layers.png
Two of the layers only.
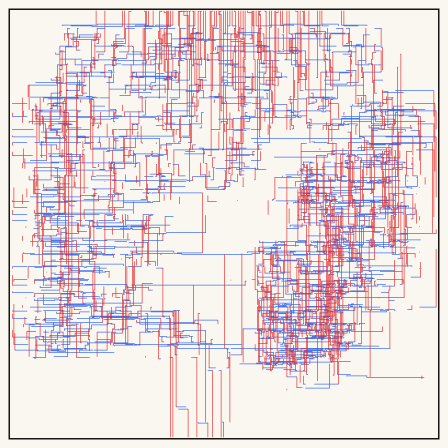
closeup.png
Window x 122 to 147, y 32 to 57 um. Cells in gray, sequential cells in the stronger gray; small squares are vias.
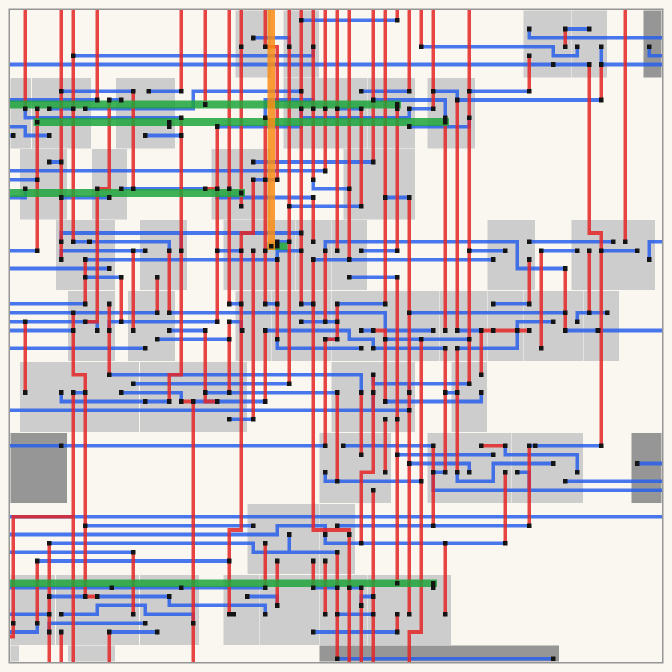
<file path="src/rtl/lcd_text_if.sv">
// Request/handshake bundle between the text formatter and the LCD controller.
// The formatter drives requests and row text; the controller answers with Ready/Done/Error.
interface lcd_text_if #(
  parameter int COLS = 20
);
  logic                Limpiar;
  logic                Escribir;
  logic [1:0]          Fila;
  logic [8*COLS-1:0]   Dato_LCD;
  logic                Ready;
  logic                Done;
  logic                Error;

  modport master (output Limpiar, Escribir, Fila, Dato_LCD, input Ready, Done, Error);
  modport slave  (input Limpiar, Escribir, Fila, Dato_LCD, output Ready, Done, Error);
endinterface

</file>
<file path="src/rtl/lcd_text_ctrl.sv">
// HD44780 8-bit character LCD controller: power-up/init sequence, whole-row writes and
// full-screen clears, with all bus timing generated from internal counters.
module lcd_text_ctrl #(
  parameter int ROWS     = 2,
  parameter int COLS     = 20,
  parameter int E_PULSE  = 12,
  parameter int CMD_WAIT = 2000,
  parameter int CLR_WAIT = 82000,
  parameter int PWR_WAIT = 750000
) (
  input  logic         CLK,
  input  logic         Reset_n,
  lcd_text_if.slave    req,
  output logic         LCD_RS,
  output logic         LCD_E,
  output logic [7:0]   LCD_DB
);
  localparam int MAXW = (PWR_WAIT > CLR_WAIT) ? PWR_WAIT : CLR_WAIT;
  localparam int CW   = $clog2(MAXW + 1);
  localparam int IW   = $clog2(COLS + 4);

  localparam logic [CW-1:0] PWR_LAST = CW'(PWR_WAIT - 1);
  localparam logic [CW-1:0] E_LAST   = CW'(E_PULSE - 1);
  localparam logic [CW-1:0] CMD_LAST = CW'(CMD_WAIT - 1);
  localparam logic [CW-1:0] CLR_LAST = CW'(CLR_WAIT - 1);
  localparam logic [IW-1:0] CHR_LAST = IW'(COLS - 1);
  localparam logic [IW-1:0] INI_LAST = IW'(3);
  localparam logic [2:0]    ROWS_L   = 3'(ROWS);

  localparam logic [2:0] S_PWR   = 3'd0;
  localparam logic [2:0] S_INIT  = 3'd1;
  localparam logic [2:0] S_IDLE  = 3'd2;
  localparam logic [2:0] S_CLEAR = 3'd3;
  localparam logic [2:0] S_ADDR  = 3'd4;
  localparam logic [2:0] S_CHARS = 3'd5;
  localparam logic [2:0] S_FIN   = 3'd6;

  localparam logic [1:0] PH_SETUP = 2'd0;
  localparam logic [1:0] PH_HIGH  = 2'd1;
  localparam logic [1:0] PH_WAIT  = 2'd2;

  logic [2:0]        state;
  logic [1:0]        ph;
  logic [CW-1:0]     cnt;
  logic [IW-1:0]     idx;
  logic              err_q;
  logic [8*COLS-1:0] line_q;

  function automatic logic [7:0] init_cmd(input logic [1:0] i);
    case (i)
      2'd0:    return 8'h38;
      2'd1:    return 8'h0C;
      2'd2:    return 8'h06;
      default: return 8'h01;
    endcase
  endfunction

  // Set-DDRAM-address command for the first cell of a row (4-row panels interleave rows 2/3).
  function automatic logic [7:0] row_cmd(input logic [1:0] r);
    case (r)
      2'd0:    return 8'h80;
      2'd1:    return 8'hC0;
      2'd2:    return 8'h80 | 8'(COLS);
      default: return 8'h80 | (8'h40 + 8'(COLS));
    endcase
  endfunction

  logic byte_state, is_clr, wait_end, row_ok, take_row, next_char;

  always_comb begin
    byte_state = (state == S_INIT) || (state == S_CLEAR) ||
                 (state == S_ADDR) || (state == S_CHARS);
    is_clr     = !LCD_RS && (LCD_DB == 8'h01);
    wait_end   = byte_state && (ph == PH_WAIT) &&
                 (cnt == (is_clr ? CLR_LAST : CMD_LAST));
    row_ok     = {1'b0, req.Fila} < ROWS_L;
    take_row   = (state == S_IDLE) && !req.Limpiar && req.Escribir && row_ok;
    next_char  = wait_end && ((state == S_ADDR) || ((state == S_CHARS) && (idx != CHR_LAST)));
  end

  assign req.Ready = (state == S_IDLE);
  assign req.Done  = (state == S_FIN);
  assign req.Error = err_q;

  always_ff @(posedge CLK or negedge Reset_n) begin
    if (!Reset_n) begin
      state  <= S_PWR;
      ph     <= PH_SETUP;
      cnt    <= '0;
      idx    <= '0;
      err_q  <= 1'b0;
      LCD_E  <= 1'b0;
      LCD_RS <= 1'b0;
      LCD_DB <= 8'h00;
    end else begin
      err_q <= 1'b0;
      case (state)
        S_PWR: begin
          if (cnt == PWR_LAST) begin
            cnt    <= '0;
            state  <= S_INIT;
            ph     <= PH_SETUP;
            idx    <= '0;
            LCD_RS <= 1'b0;
            LCD_DB <= init_cmd(2'd0);
          end else begin
            cnt <= cnt + CW'(1);
          end
        end
        S_IDLE: begin
          if (req.Limpiar) begin
            state  <= S_CLEAR;
            ph     <= PH_SETUP;
            LCD_RS <= 1'b0;
            LCD_DB <= 8'h01;
          end else if (req.Escribir && row_ok) begin
            state  <= S_ADDR;
            ph     <= PH_SETUP;
            LCD_RS <= 1'b0;
            LCD_DB <= row_cmd(req.Fila);
          end else if (req.Escribir) begin
            err_q <= 1'b1;
          end
        end
        S_FIN: state <= S_IDLE;
        S_INIT, S_CLEAR, S_ADDR, S_CHARS: begin
          // Byte transfer: one setup cycle, E_PULSE cycles of E high, then the settle wait.
          case (ph)
            PH_SETUP: begin
              ph    <= PH_HIGH;
              LCD_E <= 1'b1;
              cnt   <= '0;
            end
            PH_HIGH: begin
              if (cnt == E_LAST) begin
                ph    <= PH_WAIT;
                LCD_E <= 1'b0;
                cnt   <= '0;
              end else begin
                cnt <= cnt + CW'(1);
              end
            end
            default: begin
              if (!wait_end) begin
                cnt <= cnt + CW'(1);
              end else begin
                cnt <= '0;
                ph  <= PH_SETUP;
                case (state)
                  S_INIT: begin
                    if (idx == INI_LAST) begin
                      state <= S_IDLE;
                    end else begin
                      idx    <= idx + IW'(1);
                      LCD_DB <= init_cmd(idx[1:0] + 2'd1);
                    end
                  end
                  S_CLEAR: state <= S_FIN;
                  S_ADDR: begin
                    state  <= S_CHARS;
                    idx    <= '0;
                    LCD_RS <= 1'b1;
                    LCD_DB <= line_q[8*COLS-1 -: 8];
                  end
                  default: begin
                    if (idx == CHR_LAST) begin
                      state <= S_FIN;
                    end else begin
                      idx    <= idx + IW'(1);
                      LCD_DB <= line_q[8*COLS-1 -: 8];
                    end
                  end
                endcase
              end
            end
          endcase
        end
        default: state <= S_PWR;
      endcase
    end
  end

  // Row text is latched on accept and shifted left so the next character is always on top.
  always_ff @(posedge CLK) begin
    if (take_row) begin
      line_q <= req.Dato_LCD;
    end else if (next_char) begin
      line_q <= line_q << 8;
    end
  end
endmodule
</file>
<file path="src/flat_wrapper.sv">
// flat-port wrapper written by rule: the top's interface ports become plain ports
module lcd_text_ctrl_flat 
#(
  parameter int ROWS     = 2,
  parameter int COLS     = 20,
  parameter int E_PULSE  = 12,
  parameter int CMD_WAIT = 2000,
  parameter int CLR_WAIT = 82000,
  parameter int PWR_WAIT = 750000
)
  (CLK, Reset_n, LCD_RS, LCD_E, LCD_DB, req_Limpiar, req_Escribir, req_Fila, req_Dato_LCD, req_Ready, req_Done, req_Error);
  lcd_text_if #(.COLS(COLS)) req_i ();
  input  logic CLK;
  input  logic Reset_n;
  output logic LCD_RS;
  output logic LCD_E;
  output logic [7:0] LCD_DB;
  input wire logic [$bits(req_i.Limpiar)-1:0] req_Limpiar;
  input wire logic [$bits(req_i.Escribir)-1:0] req_Escribir;
  input wire logic [$bits(req_i.Fila)-1:0] req_Fila;
  input wire logic [$bits(req_i.Dato_LCD)-1:0] req_Dato_LCD;
  output wire logic [$bits(req_i.Ready)-1:0] req_Ready;
  output wire logic [$bits(req_i.Done)-1:0] req_Done;
  output wire logic [$bits(req_i.Error)-1:0] req_Error;
  assign req_i.Limpiar = req_Limpiar;
  assign req_i.Escribir = req_Escribir;
  assign req_i.Fila = req_Fila;
  assign req_i.Dato_LCD = req_Dato_LCD;
  assign req_Ready = req_i.Ready;
  assign req_Done = req_i.Done;
  assign req_Error = req_i.Error;
  lcd_text_ctrl #(.ROWS(ROWS), .COLS(COLS), .E_PULSE(E_PULSE), .CMD_WAIT(CMD_WAIT), .CLR_WAIT(CLR_WAIT), .PWR_WAIT(PWR_WAIT)) u_core (.CLK(CLK), .Reset_n(Reset_n), .req(req_i), .LCD_RS(LCD_RS), .LCD_E(LCD_E), .LCD_DB(LCD_DB));
endmodule
</file>
<file path="config.mk">
export PLATFORM = sky130hd
export DESIGN_NAME = lcd_text_ctrl_flat
export DESIGN_NICKNAME = d
export VERILOG_FILES = /design/src/rtl/lcd_text_if.sv /design/src/rtl/lcd_text_ctrl.sv /design/src/flat_wrapper.sv
export SDC_FILE = /design/constraint.sdc
export NUM_CORES = 1
export LEC_CHECK = 0
export CAP_MARGIN = 20
export CORE_MARGIN = 5
export CORE_UTILIZATION = 33
export DETAILED_ROUTE_END_ITERATION = 12
export SYNTH_ARGS = -nofsm -noshare
export SYNTH_HDL_FRONTEND = slang
export SYNTH_SLANG_ARGS = --single-unit
</file>
<file path="constraint.sdc">
create_clock -name CLK -period 26.9 [get_ports CLK]
set_clock_uncertainty 0.05 [all_clocks]
set_input_delay 4.035 -clock CLK [delete_from_list [all_inputs] [get_ports CLK]]
set_output_delay 4.035 -clock CLK [all_outputs]
set_load 0.05 [all_outputs]
</file>
==> flow_results.org <==
#+TITLE: Implementation results

** Final layout
- Count of non-filler cells in the finished layout :: 1244
- For the completed layout, the total cell area is recorded as 12340 um^2.
- The post-route utilization of the core is recorded as 0.4323.
- The most common logic cell in the final layout is clkdlybuf4s50_1.
- Number of antenna diodes :: 0

** Outcome
- Run status :: complete, no violations

** Synth
- Top area cell types :: edfxtp_1 51%, mux2_2 18%, dfrtp_1 11%
- Synthesized net count :: 836
- Post-synth design cell area :: 9485 um^2
- Most instantiated flip-flop cell in the synthesis netlist :: edfxtp_1

** GRT
- The global route stage reports its total congestion overflow as 0.

** Placement
- Per the gpl log, the routability congestion estimate is 0.8261.

** Worst hold path
- Hold analysis shows the worst path with a depth of 2.

** Critical path
- For flop-to-flop paths, the worst setup slack is 22410 ps.

** Job
- Warnings raised by the tools during the run amount to 28.

** STA
- Final period demand of the worst path :: 7831 ps
- Fin. Hold Viols :: 0

** Floorplanning
- The chip occupies 32230 um^2.

** Routing
- The count of nets left with antenna violations once routing finished came out at 0.
- Post-detailed-route DRC marker count :: 0

** Pwr
- Power density over the cells :: 53.03 nW/um^2
About layers.png:
- blue: M1 (wire length 9670 um)
- red: M2 (wire length 10500 um)
combined global-route utilization of all metal layers: 0.1330
average routed wire per standard cell: 18.08 um
via count of the routed design: 6029
routed wire length: 22.49 mm

About closeup.png:
- green: M3
- red: M2
- blue: M1
- orange: M4
- sequential cells in the window: 0
- most frequent: nand2_1 (6), nand3_1 (6), nor2_1 (5)
- cells with their middle in the window: 46

[worst max-delay path, stage by stage]
cell and delay [ps]:
clkdlybuf4s50_1 480, nor2b_1 780, nand2_4 530, o21ai_4 160, buf_4 800, buf_4 920
[registers in the layout, indices dropped and copies added, names as in the netlist]
signal / cells
u_core.ph: 2
u_core.LCD_RS: 1
u_core.LCD_E: 1
u_core.cnt: 20
u_core.req.Error: 1
u_core.LCD_DB: 8
u_core.state: 3
u_core.idx: 5
u_core.line_q: 160
[routing by layer]
| metal | vias to the layer above | global-route usage | part of all wire |
|---|---|---|---|
| met3 | 30 | 0.05255 | 0.086 |
| li1 | 2926 | - | - |
| met1 | 2903 | 0.1712 | 0.43 |
| met4 | 6 | 0.02865 | 0.015 |
| met5 | - | 0 | 0.0015 |
| met2 | 164 | 0.2139 | 0.47 |
[layout make-up]
cell class / count / area, um^2 / share of cell area
Clock inverter: 13 / 108.9 / 0.008821
Clock buffer: 26 / 586.8 / 0.04755
Multi-Input combinational cell: 417 / 3417 / 0.2769
Timing Repair Buffer: 187 / 1857 / 0.1505
Inverter: 16 / 60.06 / 0.004867
Sequential cell: 201 / 5831 / 0.4725
Tap cell: 384 / 480.5 / 0.03893
[where the power goes]
group          internal, mW  total [mW]  switching, mW
clock network         0.174       0.296          0.122
registers             0.332       0.332              0
logic                0.0212      0.0266        0.00543
[cells by family after synthesis]
logic type	share of synthesized area
AOI/OAI and AO/OA	0.06411
xor gates and xnor gates	0.001847
adders and majority gates	0.005277
buffers and inverters	0.02770
DFF	0.6147
muxes	0.1944
and+or+nand+nor	0.09194
Power figures rest on the tool's default switching activity, not on a simulated workload.
